File: config.mk
export PLATFORM = sky130hd
export DESIGN_NAME = fetch_unit_flat
export DESIGN_NICKNAME = d
export VERILOG_FILES = /design/src/rtl/fetch_unit_if.sv /design/src/rtl/fetch_unit.sv /design/src/flat_wrapper.sv
export SDC_FILE = /design/constraint.sdc
export NUM_CORES = 1
export LEC_CHECK = 0
export ABC_AREA = 1
export CELL_PAD_IN_SITES_DETAIL_PLACEMENT = 0
export CELL_PAD_IN_SITES_GLOBAL_PLACEMENT = 1
export CORE_UTILIZATION = 48
export DETAILED_ROUTE_END_ITERATION = 10
export HOLD_SLACK_MARGIN = 0.12
export PLACE_DENSITY = 0.87
export SYNTH_ARGS = -nofsm -noshare
export SYNTH_HDL_FRONTEND = slang
export SYNTH_SLANG_ARGS = --single-unit
File: constraint.sdc
create_clock -name clk -period 10.95 [get_ports clk]
set_clock_uncertainty 0.15 [all_clocks]
set_input_delay 1.095 -clock clk [delete_from_list [all_inputs] [get_ports clk]]
set_output_delay 1.095 -clock clk [all_outputs]
set_load 0.05 [all_outputs]
File: src/rtl/fetch_unit_if.sv
// Instruction memory bus between the fetch unit and a synchronous memory.
//   imem_addr  : word-aligned byte address of the read
//   imem_rd    : read strobe; data follows on imem_rdata one cycle later
//   imem_rdata : read data returned by the memory
// master = fetch unit side, slave = memory side.
interface fetch_unit_if;
    logic [31:0] imem_addr;
    logic        imem_rd;
    logic [31:0] imem_rdata;

    modport master (
        output imem_addr,
        output imem_rd,
        input  imem_rdata
    );

    modport slave (
        input  imem_addr,
        input  imem_rd,
        output imem_rdata
    );
endinterface

File: src/rtl/fetch_unit.sv
// Instruction fetch stage feeding the decode pipeline register.
// Owns the PC, issues one word read per cycle to a synchronous instruction
// memory, buffers returned words in a small FIFO and presents one
// instruction per cycle tagged with its branch epoch. Every redirect from
// execute flips the epoch so decode can squash wrong-path instructions.
//
// Ports:
//   clk, rst_n      : clock, synchronous active-low reset
//   sel_stall       : decode holds its register; head is not popped
//   redirect_valid  : taken branch / PC write from execute
//   redirect_pc     : redirect target (bits [1:0] forced to 0)
//   imem            : instruction memory bus (master side)
//   instr_out       : instruction to decode (NOP when FIFO is empty)
//   branch_out      : epoch tag of instr_out
//   branch_ref      : current epoch
//   pc_out          : byte address of instr_out (0 when FIFO is empty)
//
// DEPTH must lie in 2..4.
module fetch_unit #(
    parameter logic [31:0] RESET_PC = 32'h0000_0000,
    parameter int          DEPTH    = 2
) (
    input  logic                clk,
    input  logic                rst_n,
    input  logic                sel_stall,
    input  logic                redirect_valid,
    input  logic [31:0]         redirect_pc,
    fetch_unit_if.master        imem,
    output logic [31:0]         instr_out,
    output logic                branch_out,
    output logic                branch_ref,
    output logic [31:0]         pc_out
);

    localparam logic [31:0] NOP     = 32'hE320_F000;
    localparam logic [3:0]  DEPTH_W = 4'(DEPTH);
    localparam logic [1:0]  LAST    = 2'(DEPTH - 1);

    // Request stage: PC and epoch
    logic [31:0] pc_p0;
    logic        epoch;

    // Response stage: read in flight, tagged with the PC and epoch it was issued under
    logic        vld_p1;
    logic [31:0] pc_p1;
    logic        epoch_p1;

    // Fetch FIFO; storage is sized for the largest legal DEPTH and the
    // pointers wrap at DEPTH-1.
    logic [31:0] fifo_instr [4];
    logic [31:0] fifo_pc    [4];
    logic        fifo_epoch [4];
    logic [1:0]  rd_ptr;
    logic [1:0]  wr_ptr;
    logic [2:0]  count;

    logic        pop;
    logic        push;
    logic        issue;
    logic [3:0]  occupancy;
    logic [2:0]  count_next;
    logic        has_head;

    function automatic logic [1:0] ptr_inc(input logic [1:0] p);
        return (p == LAST) ? 2'd0 : p + 2'd1;
    endfunction

    assign has_head = (count != 3'd0);
    assign pop      = !sel_stall && has_head && !redirect_valid;
    // A response from an older epoch is wrong-path and is dropped.
    assign push     = vld_p1 && (epoch_p1 == epoch);

    // The in-flight read reserves a slot even before it lands, so the FIFO
    // can never be asked to accept more than DEPTH entries.
    assign occupancy  = {1'b0, count} + {3'b000, vld_p1} - {3'b000, pop};
    assign issue      = rst_n && !redirect_valid && (occupancy < DEPTH_W);
    assign count_next = count + {2'b00, push} - {2'b00, pop};

    assign imem.imem_addr = pc_p0;
    assign imem.imem_rd   = issue;

    assign instr_out  = has_head ? fifo_instr[rd_ptr] : NOP;
    assign branch_out = has_head ? fifo_epoch[rd_ptr] : epoch;
    assign pc_out     = has_head ? fifo_pc[rd_ptr]    : 32'h0000_0000;
    assign branch_ref = epoch;

    // Control state: PC, epoch, in-flight flag and FIFO bookkeeping
    always_ff @(posedge clk) begin
        if (!rst_n) begin
            pc_p0  <= RESET_PC;
            epoch  <= 1'b0;
            vld_p1 <= 1'b0;
            count  <= 3'd0;
            rd_ptr <= 2'd0;
            wr_ptr <= 2'd0;
        end else if (redirect_valid) begin
            // Flush everything; the in-flight read is dropped here and any
            // later response from the old path fails the epoch match.
            pc_p0  <= {redirect_pc[31:2], 2'b00};
            epoch  <= ~epoch;
            vld_p1 <= 1'b0;
            count  <= 3'd0;
            rd_ptr <= 2'd0;
            wr_ptr <= 2'd0;
        end else begin
            vld_p1 <= issue;
            if (issue) begin
                pc_p0 <= pc_p0 + 32'd4;
            end
            if (pop) begin
                rd_ptr <= ptr_inc(rd_ptr);
            end
            if (push) begin
                wr_ptr <= ptr_inc(wr_ptr);
            end
            count <= count_next;
            assert (count_next <= DEPTH_W);
        end
    end

    // Data path: request tags and FIFO payload
    always_ff @(posedge clk) begin
        if (issue) begin
            pc_p1    <= pc_p0;
            epoch_p1 <= epoch;
        end
        if (push) begin
            fifo_instr[wr_ptr] <= imem.imem_rdata;
            fifo_pc[wr_ptr]    <= pc_p1;
            fifo_epoch[wr_ptr] <= epoch_p1;
        end
    end

endmodule

File: src/flat_wrapper.sv
// flat-port wrapper written by rule: the top's interface ports become plain ports
module fetch_unit_flat 
#(
    parameter logic [31:0] RESET_PC = 32'h0000_0000,
    parameter int          DEPTH    = 2
)
  (clk, rst_n, sel_stall, redirect_valid, redirect_pc, instr_out, branch_out, branch_ref, pc_out, imem_imem_addr, imem_imem_rd, imem_imem_rdata);
  fetch_unit_if imem_i ();
  input  logic clk;
  input  logic rst_n;
  input  logic sel_stall;
  input  logic redirect_valid;
  input  logic [31:0] redirect_pc;
  output logic [31:0] instr_out;
  output logic branch_out;
  output logic branch_ref;
  output logic [31:0] pc_out;
  output wire logic [$bits(imem_i.imem_addr)-1:0] imem_imem_addr;
  output wire logic [$bits(imem_i.imem_rd)-1:0] imem_imem_rd;
  input wire logic [$bits(imem_i.imem_rdata)-1:0] imem_imem_rdata;
  assign imem_imem_addr = imem_i.imem_addr;
  assign imem_imem_rd = imem_i.imem_rd;
  assign imem_i.imem_rdata = imem_imem_rdata;
  fetch_unit #(.RESET_PC(RESET_PC), .DEPTH(DEPTH)) u_core (.clk(clk), .rst_n(rst_n), .sel_stall(sel_stall), .redirect_valid(redirect_valid), .redirect_pc(redirect_pc), .imem(imem_i), .instr_out(instr_out), .branch_out(branch_out), .branch_ref(branch_ref), .pc_out(pc_out));
endmodule
ff_map.png
Scale: 3 px per um.
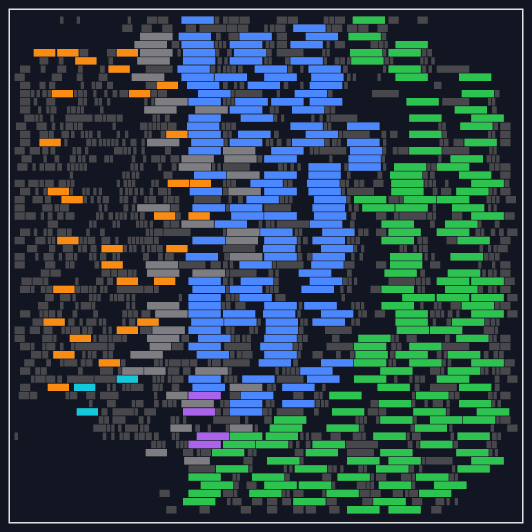
netlist name	color	placed flops
u_core.imem.imem_addr	orange	30
u_core.fifo_epoch	purple	4
u_core.count	cyan	3
u_core.fifo_pc	blue	120
u_core.fifo_instr	green	128
not colored	39
total area of sequential cells: 9320 um^2
register fraction of the total cell area: 55.9%

congestion_map.png
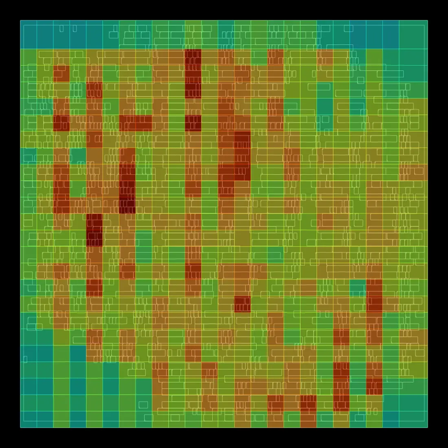
final routed wire length divided by cell count: 17.1 um
met3 routing resource usage after global routing: 3.65%
share of the core filled with cells: 59.9%

gates.png
Scale: 3 px per um.
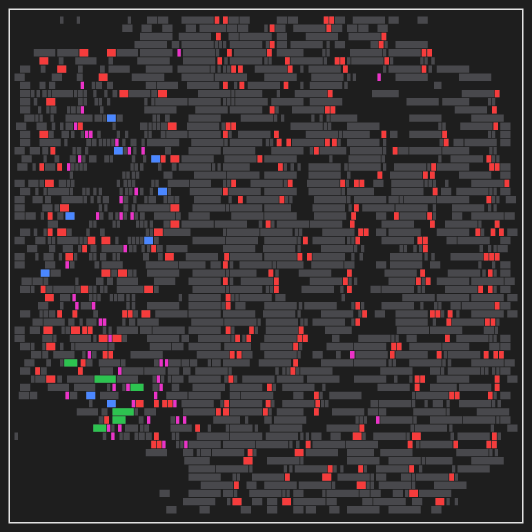
family	color	cells
aoi and oai cells	red	242
inv cells	magenta	47
xor and xnor cells	blue	9
fa/ha/maj cells	green	6
fraction of area in multi-input gates: 23.2%
final non-filler cell total: 1788
most frequent logic cell in the layout: sky130_fd_sc_hd__nor2_1

m2.png
Scale: 1.5 px per um.
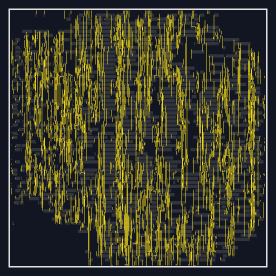
share of all routed wire	48%
longest straight run	58.8 um
met2 Resource Use GR: 34.9%
routed wire length: 30.5 mm

==> ds_physical_params.txt <==
Physical implementation characteristics

Parameter                              Value

Power and ir drop
  Sw power    611 uW
  Switching power as a share of total power    22.1%
  Power per unit of standard cell area    166 nW/um^2
  Sequential Power Share    50.6%
  Leakage component of the power    0.00565 uW
  Highest-power group    registers
  Worst-case vdd ir drop    0.0767 mV
  Design internal power    2150 uW
  Sum of internal, switching and leakage power    2760 uW
  Seq power    1400 uW

Setup path
  Capturing point of the worst reg2reg path    u_core.epoch_p1$_DFFE_PP_
  Startpoint-to-endpoint class of the critical path    in -> out
  Arr. time, crit path    4590 ps
  Crit Reg-Reg Startpoint    u_core.count[1]$_SDFF_PN0_
  Required time reported for the critical path endpoint    9710 ps
  R2R depth    11
  Cell breakdown of the critical path    clkdlybuf4s50_1, buf_4, nor2_4, nand2_2, nand2_2, nand2_1, nor2_1, fa_1, xnor2_1, nor3b_2, nand3_4, inv_1, clkdlybuf4s50_1
  Crit-path leading delay family    buffers and inverters
  Critical Path Start Type    input pin
  Critical path peak fanout    44
  Number of cells on the critical path    13
  Nature of the critical path endpoint    output port

Global route
  Antenna violations before repair    0
  All-layer global routing usage    21.2%
  Wire length of the first global-routing pass    47.5 mm
  Largest net degree at the start of global routing    99
  Global route overflow    0

Logic synthesis
  Area of the mapped netlist    13700 um^2
  Post-synth top flop    sky130_fd_sc_hd__edfxtp_1
  Yosys stat chip area    13700 um^2
  Synthesis-stage register bit count    324
  Post-synth tally of flip-flops with integrated enable    283
  Distinct cell type count after synthesis    39
  Synthesized area per cell    11.0 um^2
  Gate count after technology mapping    1242

Clock tree
  Depth of the CTS H-tree    2
  Clock slew at reported path FFs    60 ps
  Total setup buffers inserted after CTS    0
  Clock root buffer    sky130_fd_sc_hd__clkbuf_16
  Clk Latency, worst-skew pair    500 ps
  Clk sinks    324
  Total CTS buffers    34
  Number of instances resized during post-cts repair    0

Final layout
  Area of combinational cells with multiple inputs    3870 um^2
  Final Instance Area    16700 um^2
  Diodes inserted    0
  Clock Buffer Count    44
  Non-clock inverter instance count of the final layout    47
  Relative area of clock buffers and inverters in the final design    6.72%
  Layout Nets    1460
  Area Overhead vs Synth    22.1%
  Reg with most FFs    u_core.fifo_instr
  MI comb cells    805
  Ratio of cells with drive above 1 in the final layout    10.1%

Die
  Floorplan die width    171 um
  Core footprint    27900 um^2
  FP Core Util    49.0%
  Well tap count    378
  Number of I/O pins    167
  Standard-cell row count    61

Route
  Detailed Routing Iterations Pass 1    4
  Total via count after detailed routing    9416
  Remaining antenna violation count    0
  Number of remaining DRC errors    0
  Iteration-0 DRC count of the detailed router    605

Place
  Pre-CTS setup slack    5090 ps
  Total half-perimeter wirelength after legalization and detailed placement    17.2 mm
  Buffers added on ports    160
  Placed cell count    1728

Final timing
  Headroom to the max-slew limit    32.5%
  Shortest period the worst path allows    5830 ps
  Max-slew violation count    0
  Number of setup violations in the final report    0
  Worst hold margin    295 ps
  Final worst-path cycle share    53.3%
  Unrepaired setup endpoints after global routing    no
  Worst-margin pin slew    1010 ps
  Final setup TNS    0 ps
  Final worst-path setup slack    5120 ps
  Final-report hold violation count    0

Run
  Max-capacitance violation count    0
  Count of tool warnings    28

Run status
  Status    complete, no violations

Min path
  Hold Path Stages    2
  Worst hold path class    reg -> reg
[kinds of logic (layout without fill, tap and decap cells)]
family                     after synthesis  after routing  synth area share, %
and+or+nand+nor                        544            544                 16.8
DFF                                    324            324                 68.2
AOI/OAI and AO/OA                      242            242                 10.1
buffers and inverters                  116            281                 3.67
xor gates and xnor gates                 9              9                0.577
adders and majority gates                6              6                0.660
other                                    1              4               0.0275
[how the worst min path moves through the flow]
| stage | start | end |
|---|---|---|
| after floorplan | u_core.rd_ptr[1]$_SDFFE_PN0P_ | flop |
| after global placement | u_core.rd_ptr[1]$_SDFFE_PN0P_ | u_core.rd_ptr[1]$_SDFFE_PN0P_ |
| after detailed placement | u_core.rd_ptr[1]$_SDFFE_PN0P_ | u_core.rd_ptr[1]$_SDFFE_PN0P_ |
| after CTS | u_core.rd_ptr[1]$_SDFFE_PN0P_ | u_core.rd_ptr[1]$_SDFFE_PN0P_ |
| after global routing | u_core.rd_ptr[1]$_SDFFE_PN0P_ | flop |
| final | u_core.rd_ptr[1]$_SDFFE_PN0P_ | u_core.rd_ptr[1]$_SDFFE_PN0P_ |
[synth_stat cells (2+ instances only)]
library cell               instances  area share [%]
sky130_fd_sc_hd__buf_4             7            0.38
sky130_fd_sc_hd__nand2_2          35             1.6
sky130_fd_sc_hd__buf_6             4            0.33
sky130_fd_sc_hd__nand4_1           2           0.092
sky130_fd_sc_hd__clkbuf_1         41             1.1
sky130_fd_sc_hd__nor2_2            2           0.092
sky130_fd_sc_hd__xor2_1            4            0.26
sky130_fd_sc_hd__nor3_1            9            0.33
sky130_fd_sc_hd__nand3_1          42             1.5
sky130_fd_sc_hd__dfxtp_1          41             6.0
sky130_fd_sc_hd__clkinv_1          2           0.055
sky130_fd_sc_hd__a21oi_1          61             2.2
sky130_fd_sc_hd__inv_2             2           0.055
sky130_fd_sc_hd__nand2_1         137             3.8
sky130_fd_sc_hd__nor2_1          303             8.3
sky130_fd_sc_hd__o31ai_1           2            0.11
sky130_fd_sc_hd__o21ai_1           2           0.073
sky130_fd_sc_hd__buf_1             9            0.25
sky130_fd_sc_hd__ha_1              4            0.37
sky130_fd_sc_hd__a21oi_2          30             1.9
sky130_fd_sc_hd__o311ai_0         10            0.64
sky130_fd_sc_hd__fa_1              2            0.29
sky130_fd_sc_hd__o21ai_0         134             4.9
sky130_fd_sc_hd__buf_2             8            0.29
sky130_fd_sc_hd__nand3b_1          7            0.38
sky130_fd_sc_hd__inv_1            43             1.2
sky130_fd_sc_hd__xnor2_1           5            0.32
sky130_fd_sc_hd__edfxtp_1        283              62
[worst register-to-register path: cells and delay by family (launching register included)]
| kind | cells | cell delay, ps |
|---|---|---|
| adders and majority gates | 1 | 450 |
| buffers and inverters | 3 | 750 |
| DFF | 1 | 390 |
| and+or+nand+nor | 7 | 1380 |
[per-layer routing]
metal  track usage (%)  vias up  share of wire [%]
met4              7.05        0                2.3
li1                  -     4569                  -
met3              3.65       58                5.6
met1              28.4     4506                 45
met2              34.9      283                 48
met5                 0        -                  0
No activity file was given, so power comes from the tool's default toggle rates.
